Figure 1. M2 wires.
Drawn at 4 px/um. Cells faint in the background.
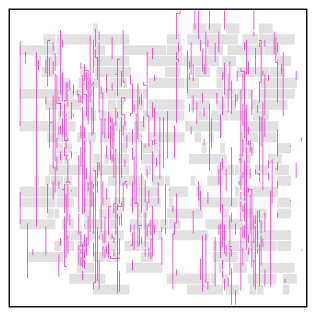
Figure 2. Placement view.
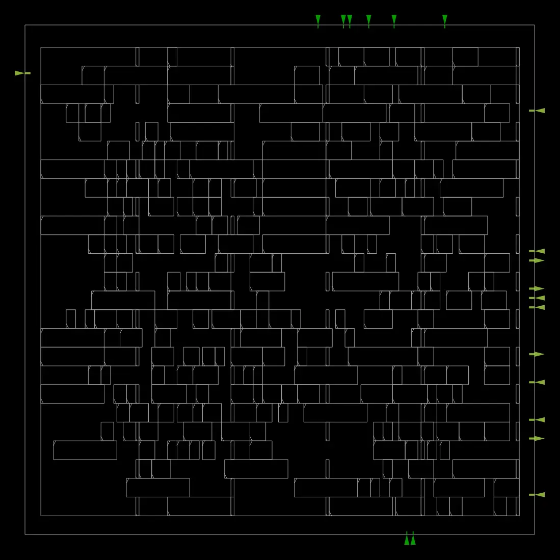
Figure 3. Pin placement.
Drawn at 6 px/um. Pins as bars across the die edge, other pins in grey.
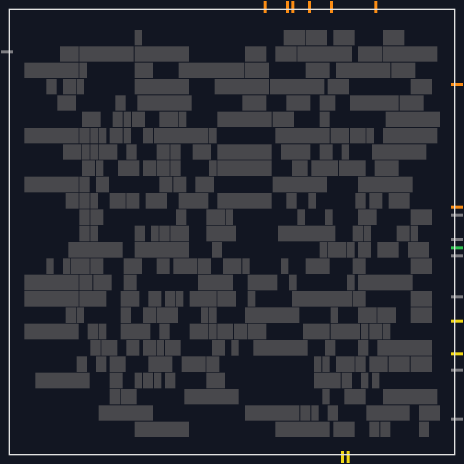
Figure 4. Signal wires by layer.
Drawn at 4 px/um. Only two layers are drawn.
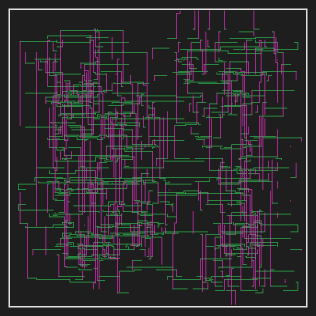
Figure 5. Close-up of the layout.
Region (17, 17) to (57, 57) um. Cells in grey, sequential cells in the stronger grey; small squares are vias.
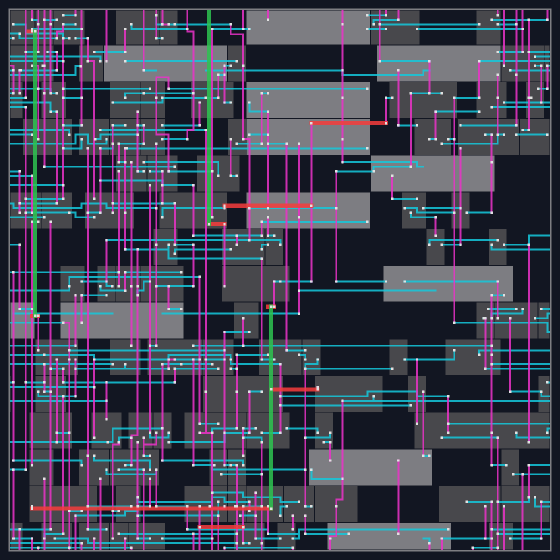
===== src/rtl/led_pkg.sv =====
// ----------------------------------------------------------------------------
// led_pkg
// Shared types and constants for the LED pattern sequencer.
//   state_e          : sequencer FSM states (IDLE, RUN)
//   PATTERN_W        : width of the on/off step bitmap
//   REPEAT_W         : width of the play-count field
//   REPEAT_INFINITE  : play-count value meaning "replay until aborted"
//   STEP_W/LAST_STEP : step index width and index of the final step
// ----------------------------------------------------------------------------
package led_pkg;

   typedef enum logic [0:0] {
      IDLE = 1'b0,
      RUN  = 1'b1
   } state_e;

   localparam int PATTERN_W = 8;
   localparam int REPEAT_W  = 4;
   localparam int STEP_W    = 3;

   localparam logic [REPEAT_W-1:0] REPEAT_INFINITE = 4'd0;
   localparam logic [REPEAT_W-1:0] REPEAT_LAST     = 4'd1;
   localparam logic [STEP_W-1:0]   LAST_STEP       = 3'd7;

endpackage : led_pkg


===== src/rtl/led_pattern_sequencer_step_tick_gen.sv =====
// ----------------------------------------------------------------------------
// step_tick_gen
// Modulo-CLK_DIV step divider. Counts 0..CLK_DIV-1 while enabled and raises
// tick for the single cycle in which the count sits at CLK_DIV-1; the count
// wraps to 0 on the following edge. The counter holds when disabled.
// Ports:
//   clk   : system clock
//   rst_n : asynchronous active-low reset (count -> 0)
//   clr   : synchronous clear of the count (wins over en)
//   en    : count enable
//   tick  : one-cycle pulse at the last count of each step
// ----------------------------------------------------------------------------
module step_tick_gen #(
   parameter int CLK_DIV = 2500000
) (
   input  logic clk,
   input  logic rst_n,
   input  logic clr,
   input  logic en,
   output logic tick
);

   localparam int              CNT_W    = $clog2(CLK_DIV);
   localparam logic [CNT_W-1:0] CNT_LAST = CNT_W'(CLK_DIV - 1);
   localparam logic [CNT_W-1:0] CNT_ONE  = CNT_W'(1);
   localparam logic [CNT_W-1:0] CNT_ZERO = CNT_W'(0);

   logic [CNT_W-1:0] count_q;
   logic [CNT_W-1:0] count_d;

   assign tick = en && (count_q == CNT_LAST);

   // Next count: clear, wrap at the last count, increment, or hold.
   always_comb begin
      count_d = count_q;
      if (clr) begin
         count_d = CNT_ZERO;
      end else if (en) begin
         if (count_q == CNT_LAST) begin
            count_d = CNT_ZERO;
         end else begin
            count_d = count_q + CNT_ONE;
         end
      end else begin
         count_d = count_q;
      end
   end

   // Divider count register.
   always_ff @(posedge clk or negedge rst_n) begin
      if (!rst_n) begin
         count_q <= CNT_ZERO;
      end else begin
         count_q <= count_d;
      end
   end

endmodule : step_tick_gen


===== src/rtl/led_pattern_sequencer.sv =====
// ----------------------------------------------------------------------------
// led_pattern_sequencer
// Plays an 8-step on/off blink pattern on one LED. Each step lasts CLK_DIV
// clock cycles; the pattern replays cmd_repeat times (0 = until abort).
// Ports:
//   clk         : system clock
//   rst_n       : asynchronous active-low reset
//   cmd_valid   : command present
//   cmd_ready   : command can be accepted (high exactly in IDLE)
//   cmd_pattern : step bitmap, bit0 plays first, 1 = LED on
//   cmd_repeat  : number of full plays, 0 = forever
//   abort       : stop the current play (ignored in IDLE)
//   led0        : registered LED drive
//   busy        : high while playing
//   done        : one-cycle pulse on normal completion
// ----------------------------------------------------------------------------
module led_pattern_sequencer
   import led_pkg::*;
#(
   parameter int CLK_DIV = 2500000
) (
   input  logic                 clk,
   input  logic                 rst_n,
   input  logic                 cmd_valid,
   output logic                 cmd_ready,
   input  logic [PATTERN_W-1:0] cmd_pattern,
   input  logic [REPEAT_W-1:0]  cmd_repeat,
   input  logic                 abort,
   output logic                 led0,
   output logic                 busy,
   output logic                 done
);

   state_e                 state_q,   state_d;
   logic [PATTERN_W-1:0]   pattern_q, pattern_d;
   logic [REPEAT_W-1:0]    rep_q,     rep_d;
   logic [STEP_W-1:0]      step_q,    step_d;
   logic                   led_q,     led_d;
   logic                   busy_q,    busy_d;
   logic                   done_q,    done_d;
   logic                   clr_s;
   logic                   en_s;
   logic                   tick_s;
   logic [STEP_W-1:0]      next_step_s;

   // The divider only runs in RUN; it is cleared on accept and on abort so
   // every play starts with a full-length first step.
   assign en_s        = (state_q == RUN);
   assign next_step_s = step_q + 3'd1;

   step_tick_gen #(
      .CLK_DIV (CLK_DIV)
   ) u_step_tick_gen (
      .clk   (clk),
      .rst_n (rst_n),
      .clr   (clr_s),
      .en    (en_s),
      .tick  (tick_s)
   );

   // FSM next state, step/repeat bookkeeping and next LED value.
   always_comb begin
      state_d   = state_q;
      pattern_d = pattern_q;
      rep_d     = rep_q;
      step_d    = step_q;
      led_d     = led_q;
      done_d    = 1'b0;
      clr_s     = 1'b0;
      case (state_q)
         IDLE: begin
            led_d = 1'b0;
            // abort is deliberately not looked at here: a coincident abort
            // and command in IDLE is an ordinary accept.
            if (cmd_valid) begin
               state_d   = RUN;
               pattern_d = cmd_pattern;
               rep_d     = cmd_repeat;
               step_d    = 3'd0;
               led_d     = cmd_pattern[0];
               clr_s     = 1'b1;
            end else begin
               state_d = IDLE;
            end
         end
         RUN: begin
            if (abort) begin
               // Abort wins over a tick in the same cycle, so no done pulse.
               state_d = IDLE;
               step_d  = 3'd0;
               rep_d   = 4'd0;
               led_d   = 1'b0;
               clr_s   = 1'b1;
            end else if (tick_s) begin
               if (step_q != LAST_STEP) begin
                  step_d = next_step_s;
                  led_d  = pattern_q[next_step_s];
               end else if (rep_q == REPEAT_LAST) begin
                  state_d = IDLE;
                  step_d  = 3'd0;
                  rep_d   = 4'd0;
                  led_d   = 1'b0;
                  done_d  = 1'b1;
               end else if (rep_q == REPEAT_INFINITE) begin
                  step_d = 3'd0;
                  led_d  = pattern_q[0];
               end else begin
                  rep_d  = rep_q - 4'd1;
                  step_d = 3'd0;
                  led_d  = pattern_q[0];
               end
            end else begin
               state_d = RUN;
            end
         end
         default: begin
            state_d = IDLE;
            step_d  = 3'd0;
            rep_d   = 4'd0;
            led_d   = 1'b0;
            clr_s   = 1'b1;
         end
      endcase
      busy_d = (state_d == RUN);
   end

   // State, datapath and output registers.
   always_ff @(posedge clk or negedge rst_n) begin
      if (!rst_n) begin
         state_q   <= IDLE;
         pattern_q <= 8'd0;
         rep_q     <= 4'd0;
         step_q    <= 3'd0;
         led_q     <= 1'b0;
         busy_q    <= 1'b0;
         done_q    <= 1'b0;
      end else begin
         state_q   <= state_d;
         pattern_q <= pattern_d;
         rep_q     <= rep_d;
         step_q    <= step_d;
         led_q     <= led_d;
         busy_q    <= busy_d;
         done_q    <= done_d;
      end
   end

   // cmd_ready is a pure decode of the state register.
   assign cmd_ready = (state_q == IDLE);
   assign led0      = led_q;
   assign busy      = busy_q;
   assign done      = done_q;

endmodule : led_pattern_sequencer

===== config.mk =====
export PLATFORM = sky130hd
export DESIGN_NAME = led_pattern_sequencer
export DESIGN_NICKNAME = d
export VERILOG_FILES = /design/src/rtl/led_pkg.sv /design/src/rtl/led_pattern_sequencer_step_tick_gen.sv /design/src/rtl/led_pattern_sequencer.sv
export SDC_FILE = /design/constraint.sdc
export NUM_CORES = 1
export LEC_CHECK = 0
export CAP_MARGIN = 0
export CORE_MARGIN = 2
export CORE_UTILIZATION = 45
export CTS_CLUSTER_SIZE = 10
export DETAILED_ROUTE_END_ITERATION = 6
export GPL_TIMING_DRIVEN = 0
export SLEW_MARGIN = 20
export SYNTH_ARGS = -nofsm -noshare
export SYNTH_HDL_FRONTEND = slang
export SYNTH_HIERARCHICAL = 1
export SYNTH_SLANG_ARGS = --single-unit

===== constraint.sdc =====
create_clock -name clk -period 2.35 [get_ports clk]
set_input_delay 0.3525 -clock clk [delete_from_list [all_inputs] [get_ports clk]]
set_output_delay 0.3525 -clock clk [all_outputs]
set_load 0.05 [all_outputs]

==> run notes <==
Implementation numbers.

- The number of global-route vias before repair is 1,739.
- STA puts the critical path data arrival time at 2.35 ns.
- The flip-flop and latch count after synthesis is 40.
- In the final layout, the share of cells above drive strength 1 is 13.8%.
- After detailed routing, the number of vias per cell comes to between 5 and 6.
- STA classifies the critical path endpoint as a register.
- The data required time of the worst path is around 2.5 ns.
- The biggest area contributor in the post-synthesis netlist is sky130_fd_sc_hd__dfrtp_1.
- The initial antenna violation count came to 0.
- The cell class contributing the biggest share of worst-path delay is AND-OR/OR-AND gates.
- The number of top-level design ports is 20.
- In the CTS report, the clock slew at the register clock pins of the worst setup and hold paths is listed as 0.08 ns.
- The number of input and output port buffers inserted is 19.
- The top cell type by area accounts for between 40% and 50% of the synthesized area.
- The final cell area excluding filler cells is 2640 um^2.
- The class of the most critical setup path is reg2reg.
- Sequential cells were found to cover 45.4% of the synthesized design area.
- The final number of setup-violating endpoints is 0.
- The flow measured a signed area growth from synthesis to layout of 19.9%.
- The placed cell area is 2490 um^2.
- The post-route DRC violation count is 0.
- The setup check on the worst reg-to-reg path leaves a slack of 0.18 ns.
- The top cell type by instance count after synthesis is sky130_fd_sc_hd__dfrtp_1.
- The type of origin of the critical path is a register.
- The final worst-path setup slack is 0.178 ns.
- The synthesized design contains 0 enable-type register cells.
- The commonest register cell is sky130_fd_sc_hd__dfrtp_1.
- The synthesized netlist contains slightly above 50 unique library cells.
- A synthesized cell averages around 9.8 um^2.
- Setup repair after global routing left no endpoint under its margin.
- The total area inside the core boundary comes to around 4700 um^2.
- The first global-routing pass estimated 8.17 mm of wire.
- The number of clock sinks came to 40.
- Per the final report, max-transition violations number 0.
- The global placement routability congestion is around 0.85.
- Summed over all cells, the static leakage comes to 1.04 nW.
- Per the timing report, the biggest fanout along the worst path comes to 10.
- Yosys reports that the most numerous cell types are 40 x sky130_fd_sc_hd__dfrtp_1, 21 x sky130_fd_sc_hd__nor2_1, 16 x sky130_fd_sc_hd__nand2_1.
- The number of nets in the layout is 274.
- The first-pass iteration count of the detailed router is 4.
- Warnings raised by the tools during the run amount to 27.
- Detailed placement finished with a half-perimeter wire length of 3.36 mm.
- The starting DRC count in detailed routing is just over 60.
- The cell sequence reported for the critical path is mux2_2, clkbuf_1, o2111ai_1, nor3_1, a31o_2, a21oi_1.
- Power spread over the standard cell area amounts to 662 nW/um^2.
- The Yosys warning count is 6.
- TritonCTS created 5 clock buffers.
- Per the post-synthesis report, the nets total 246.
- After synthesis, the cell types taking the most area are sky130_fd_sc_hd__dfrtp_1 45%, sky130_fd_sc_hd__mux2_2 4.6%, sky130_fd_sc_hd__nor2_1 3.6%, sky130_fd_sc_hd__ha_1 2.8%, sky130_fd_sc_hd__nand4_1 2.8%.
- Looking at the VDD voltage map, the peak drop is 0.355 mV.
- The number of hold violations in the final report is 0.
- On the final layout, the worst clock skew is 0.00561 ns.
- The final design utilization is between 50% and 60%.
- The remaining global-route overflow is 0.
- The master cell of the clock root buffer is sky130_fd_sc_hd__clkbuf_8.
- The number of placed instances, taps included, is 312.
- Counting both buffers and inverters, the worst setup path holds a total of 1.
- The number of cell instances after yosys synthesis is between 200 and 250.
- Per the timing report, the achievable frequency comes out to 0.460 GHz.
- Measured along the y axis, the die boundary spans 74.0 um.
- The post-synthesis instance total is 225.
- The worst hold slack after final layout is 0.459 ns.
- The actual slew at the worst max-slew pin is 0.524 ns.
- After routing, the total negative slack on setup checks comes to 0 ns.
- The die boundary width is ~74 um.
- The remaining number of nets flagged by the antenna check after routing is 0.
- The smallest clock period supported by the final layout is computed as roughly 2.2 ns.
- The fraction of registers with async set or reset after synthesis is 100%.
- Entering global routing, the biggest net connects 31 pins.
- The tightest slew margin relative to the limit is 65.1%.
- The final power report lists total power as 0.00175 W.
- The routed design has ~4.6 mm of wire.
- At the later pin of the worst-skew pair, clock insertion delay measures just under 0.3 ns.
- The final critical-path share of the clock period is between 90% and 100%.
- For this run, the chip area from Yosys synthesis comes to 2200 um^2.
- The timing report shows that the slowest cell on the worst path is sky130_fd_sc_hd__dfrtp_2.
- CTS reports a maximum clock tree buffer depth of 2.
- The initial core utilization is 46.6%.
- The run finished with clean final reports.
- The maximum cell stage delay along the critical path is 0.50 ns.
- The CTS tree is yes.
- After synthesis the cells add up to 2200 um^2.
- Leaving out filler cells and counting taps, the final layout contains 321.
## Picture notes: Figure 1
longest straight run: 43.5 um
nets with wire on the layer: 227
main direction: vertical

## Picture notes: Figure 2
total number of tap cells: 67
fill cell count: 432
number of cell rows: 25

## Picture notes: Figure 3
legend:
  green:
    port: `cmd_valid`
    pins: 1
    direction: input
    edge: right
  yellow:
    port: `cmd_repeat`
    pins: 4
    direction: input
    edge: 2 bottom, 2 right
  orange:
    port: `cmd_pattern`
    pins: 8
    direction: input
    edge: 6 top, 2 right

## Picture notes: Figure 4
legend:
  green:
    layer: M1
    wire_length: 2,190 um
  magenta:
    layer: M2
    wire_length: 2,190 um
vias after detailed routing: 1,801
overall routing resource usage: 19.2%
Wirelength per Cell: 14.3 um

## Picture notes: Figure 5
legend:
  cyan:
    layer: M1
  green:
    layer: M4
  red:
    layer: M3
  magenta:
    layer: M2
most frequent: dfrtp_1 (10), nor2_1 (9), nand3_1 (8)
cells with their middle in the window: 103
netlist names of flops here include: `u_step_tick_gen/count_q` (7), `step_q` (2)
sequential cells in the window: 11

[worst paths after layout]
kind                                start  cells after the start                     endpoint
worst min register to register  step_q[1]                      2                    step_q[1]
max in group asynchronous           rst_n                      3                         busy
worst min-delay path                rst_n                      2                         led0
worst max-delay path                 busy                      6  u_step_tick_gen/count_q[16]
min in group clk                step_q[1]                      2                    step_q[1]
worst max register to register       busy                      6  u_step_tick_gen/count_q[16]
[power breakdown]
part / switching (W) / internal, W / leakage (nW)
combinational: 0.000203 / 0.000159 / 0.455
clock: 0.000250 / 0.000320 / 0.0583
sequential: 0.0000611 / 0.000756 / 0.527
total: 0.000514 / 0.00123 / 1.04
[cells in the final DEF, fill, tap and decap left out, types with 3 or more instances in the layout]
| cell | n |
|---|---|
| sky130_fd_sc_hd__o21ai_1 | 3 |
| sky130_fd_sc_hd__a21oi_1 | 9 |
| sky130_fd_sc_hd__dfrtp_1 | 39 |
| sky130_fd_sc_hd__o21ai_0 | 10 |
| sky130_fd_sc_hd__nor3_1 | 5 |
| sky130_fd_sc_hd__xor2_1 | 7 |
| sky130_fd_sc_hd__nand2_1 | 16 |
| sky130_fd_sc_hd__nor4_1 | 6 |
| sky130_fd_sc_hd__or3_1 | 3 |
| sky130_fd_sc_hd__and2_1 | 3 |
| sky130_fd_sc_hd__nor2_1 | 20 |
| sky130_fd_sc_hd__clkbuf_8 | 5 |
| sky130_fd_sc_hd__nand4_1 | 10 |
| sky130_fd_sc_hd__clkdlybuf4s50_1 | 18 |
| sky130_fd_sc_hd__ha_1 | 5 |
| sky130_fd_sc_hd__xnor2_1 | 3 |
| sky130_fd_sc_hd__mux2_2 | 9 |
| sky130_fd_sc_hd__a31o_2 | 3 |
| sky130_fd_sc_hd__inv_1 | 12 |
| sky130_fd_sc_hd__clkbuf_1 | 4 |
| sky130_fd_sc_hd__nand3_1 | 9 |
[sequential cells by signal, indices dropped and copies added, names as in the netlist]
| name | count |
|---|---|
| step_q | 3 |
| busy | 1 |
| pattern_q | 8 |
| done | 1 |
| u_step_tick_gen/count_q | 22 |
| rep_q | 4 |
| led0 | 1 |
[area by class of cell]
class | instances | area (um^2)
Fill cell | 432 | 2080
Multi-Input combinational cell | 166 | 1150
Sequential cell | 40 | 1000
Timing Repair Buffer | 21 | 215
Tap cell | 67 | 83.8
Clock buffer | 5 | 68.8
Clock inverter | 3 | 47.5
Inverter | 12 | 45.0
Buffer | 7 | 30.0
[what timing repair did]
item	in CTS	in global routing
resized	2	6
hold buffers	1	0
setup buffers	0	0
endpoints found under the hold margin	10	0
endpoints found under the setup margin	18	17
pin swaps	0	0
cloned	0	0
[routing by layer]
metal | GRT usage (%) | wire [um] | up-vias
li1 | - | - | 900
met1 | 26.2 | 2190 | 864
met2 | 30.6 | 2190 | 28
met3 | 3.93 | 135 | 9
met4 | 7.07 | 72 | 0
met5 | 0 | 0 | -
[logic make-up (layout without fill, tap and decap cells)]
family          after synthesis  after routing  synth area share [%]
compound gates               50             50                  16.5
xor+xnor                     10             10                  3.98
fa+ha+maj                     5              5                  2.84
buf+inv                      19             48                  3.29
flops                        40             40                  45.4
mux                          12             12                  6.53
simple gates                 89             89                  21.4
Power is estimated from default activity; no workload was simulated.
